### config.mk
export PLATFORM = sky130hd
export DESIGN_NAME = ntt_pe_core
export DESIGN_NICKNAME = d
export VERILOG_FILES = /design/src/rtl/ntt_pe_core.sv
export SDC_FILE = /design/constraint.sdc
export NUM_CORES = 2
export LEC_CHECK = 0
export ABC_CLOCK_PERIOD_IN_PS = 89300
export CAP_MARGIN = 0
export CORE_UTILIZATION = 45
export DETAILED_ROUTE_END_ITERATION = 8
export GPL_TIMING_DRIVEN = 0
export HOLD_SLACK_MARGIN = 0.1
export PLACE_DENSITY = 0.69
export SYNTH_ARGS = -nofsm -noshare
export SYNTH_HDL_FRONTEND = slang
export SYNTH_SLANG_ARGS = --single-unit
export TNS_END_PERCENT = 20
### constraint.sdc
create_clock -name clk -period 89.3 [get_ports clk]
set_input_delay 17.86 -clock clk [delete_from_list [all_inputs] [get_ports clk]]
set_output_delay 17.86 -clock clk [all_outputs]
set_load 0.03 [all_outputs]
### src/rtl/ntt_pe_core.sv
// Radix-2 DIT NTT engine: bit-reversed load buffer, butterfly sequencer and modular PE in one block.
// Build option: define MOD_CHECK_EN to reduce every loaded coefficient mod q before storing it.
module ntt_pe_core #(
  parameter int DATA_SIZE_ARB = 13,
  parameter int RING_SIZE     = 16
) (
  input  logic                         clk,
  input  logic                         reset,
  input  logic                         valid,
  input  logic [DATA_SIZE_ARB-1:0]     din,
  input  logic [DATA_SIZE_ARB-1:0]     q,
  input  logic [DATA_SIZE_ARB-1:0]     twiddle_i,
  output logic [$clog2(RING_SIZE)-1:0] tw_addr,
  output logic [11:0]                  stage,
  output logic                         busy,
  output logic [DATA_SIZE_ARB-1:0]     dout,
  output logic                         dout_valid,
  output logic                         done
);

  localparam int LOG = $clog2(RING_SIZE);
  localparam int W   = DATA_SIZE_ARB;
  localparam int W2  = 2 * DATA_SIZE_ARB;
  localparam logic [LOG-1:0] LAST_IDX = LOG'(RING_SIZE - 1);
  localparam logic [LOG-1:0] LAST_K   = LOG'(RING_SIZE / 2 - 1);
  localparam logic [LOG-1:0] LAST_S   = LOG'(LOG - 1);

  typedef enum logic [1:0] {IDLE, LOAD, COMPUTE, OUTPUT} state_t;

  state_t         state, state_nx;
  logic [LOG-1:0] cnt;
  logic [LOG-1:0] s;
  logic [W-1:0]   mem [RING_SIZE];

  logic [LOG-1:0] half, j, top, bot;
  logic [W2-1:0]  prod;
  logic [W-1:0]   t, a, din_w;
  logic [W:0]     sum, diff, sum_m, diff_m;
  logic           last_bfly;

  function automatic logic [LOG-1:0] bitrev(input logic [LOG-1:0] x);
    for (int b = 0; b < LOG; b++) bitrev[b] = x[LOG-1-b];
  endfunction

`ifdef MOD_CHECK_EN
  assign din_w = din % q;
`else
  assign din_w = din;
`endif

  // Butterfly addressing for butterfly k=cnt of stage s.
  always_comb begin
    half      = LOG'(1) << s;
    j         = cnt & (half - 1'b1);
    top       = ((cnt >> s) << (s + 1'b1)) + j;
    bot       = top + half;
    last_bfly = (cnt == LAST_K) && (s == LAST_S);
  end

  // Modular PE: both results derive from the pre-update mem[top]; sums keep the carry bit.
  always_comb begin
    a      = mem[top];
    prod   = W2'(twiddle_i) * W2'(mem[bot]);
    t      = W'(prod % W2'(q));
    sum    = {1'b0, a} + {1'b0, t};
    diff   = {1'b0, a} + {1'b0, q} - {1'b0, t};
    sum_m  = (sum  >= {1'b0, q}) ? sum  - {1'b0, q} : sum;
    diff_m = (diff >= {1'b0, q}) ? diff - {1'b0, q} : diff;
  end

  // valid qualifies din for one cycle; there is no backpressure and valid is ignored once busy.
  always_comb begin
    state_nx = state;
    case (state)
      IDLE:    if (valid) state_nx = LOAD;
      LOAD:    if (valid && cnt == LAST_IDX) state_nx = COMPUTE;
      COMPUTE: if (last_bfly) state_nx = OUTPUT;
      OUTPUT:  if (cnt == LAST_IDX) state_nx = IDLE;
      default: state_nx = IDLE;
    endcase
  end

  always_ff @(posedge clk) begin
    if (!reset) begin
      state      <= IDLE;
      cnt        <= '0;
      s          <= '0;
      dout       <= '0;
      dout_valid <= 1'b0;
      done       <= 1'b0;
    end else begin
      state      <= state_nx;
      dout_valid <= 1'b0;
      done       <= 1'b0;
      case (state)
        IDLE, LOAD: begin
          if (valid) begin
            mem[bitrev(cnt)] <= din_w;
            cnt              <= cnt + 1'b1;
          end
        end
        COMPUTE: begin
          mem[top] <= sum_m[W-1:0];
          mem[bot] <= diff_m[W-1:0];
          if (cnt == LAST_K) begin
            cnt <= '0;
            s   <= last_bfly ? '0 : s + 1'b1;
          end else begin
            cnt <= cnt + 1'b1;
          end
        end
        OUTPUT: begin
          dout       <= mem[cnt];
          dout_valid <= 1'b1;
          done       <= (cnt == LAST_IDX);
          cnt        <= cnt + 1'b1;
        end
        default: cnt <= '0;
      endcase
    end
  end

  // busy spans the registered last output beat so it drops together with dout_valid.
  assign busy    = (state == COMPUTE) || (state == OUTPUT) || dout_valid;
  assign stage   = (state == COMPUTE) ? 12'(s) : 12'd0;
  assign tw_addr = (state == COMPUTE) ? (j << (LAST_S - s)) : '0;

endmodule

Figure 1. Signal wires on met1.
Scale bar: 100 um.
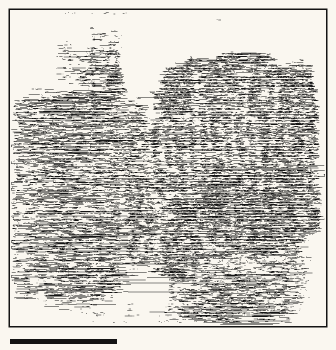
The wires run mostly horizontal. The layer holds 38% of the routed length. The longest straight run is 59.1 um. The layer carries 50.6 mm of wire.

Figure 2. The metal 2 layer.
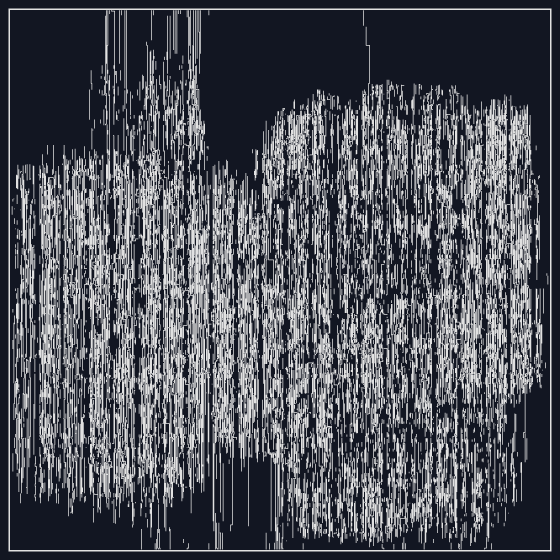
The layer carries 63.7 mm of wire. The layer holds 48% of the routed length. 4,830 nets have wire on it.

==> results.txt <==
flow finished, numbers: via count=37,100, DRC errors left=0, highest clock rate=11.3 MHz, status=finished with violations, ys async rst share=0%, max-slew violations=0, initial antenna violation count=3, fraction of layout cells with a size suffix above 1=28.4%, met3 usage=2.84%, clk buf depth=3, Avg Inst Size Synth=9.13 sq um, sequential fraction of the synthesis area=17.4%, R2R Path Start=cnt[1]$_SDFFE_PN0P_, Reg2Reg Setup Slack=9.51 ns, crit path launch=twiddle_i[7], Final GP Congestion=0.947, hold path start=dout[9]$_SDFFE_PN0P_, Setup CP Type=in2reg, yosys synthesis chip area=38,700 sq um, Seq cells=233, simple-gate share of the synthesized area=15.9%, yosys xor share=4.39%, highest-count logic cell in the final layout=buf_4, wire per inst=22.1 um, first-pass GRT wire length=193 mm, FF/Latch Area=6750 sq um, metal2 WL=63.7 mm, Layout clock area frac=1.45%, Worst EP arrival=88.79 ns, CP endpoint=mem[4][1]$_DFFE_PP_, Core Region=85,100 sq um, Worst Hold Path EP=dout[9]$_SDFFE_PN0P_, post_cts resized=454, final setup violation count=0, Logic area=33,200 sq um, max_cap viols=1, Top logic family=adder cells, Site Rows=107, hold path cells=2, yosys cell count=4,241, Critical Path RT=89.58 ns, met3 routed WL=9.30 mm, failing checks=capacitance limit, Non-clock buffers=725, Worst slew margin=1.13%, RSZ-0062 raised after global routing=true
## metrics by stage
stage / hold WS (ns) / std cells / instance area [sq um] / util [%]
4_1_cts: 0.504 / 5709 / 45400 / 53.3
3_3_place_gp: 0.478 / 5457 / 41000 / 48.1
3_5_place_dp: 0.487 / 5477 / 41200 / 48.4
5_1_grt: 0.535 / 5962 / 49200 / 57.8
6_report: 0.496 / 5962 / 49200 / 57.8
2_1_floorplan: 0.508 / 4248 / 38900 / -
## state kept, by name, summed over array words and instances, names as in the netlist
signal,count
cnt,4
s,4
done,1
dout,13
state,2
dout_valid,1
mem,208
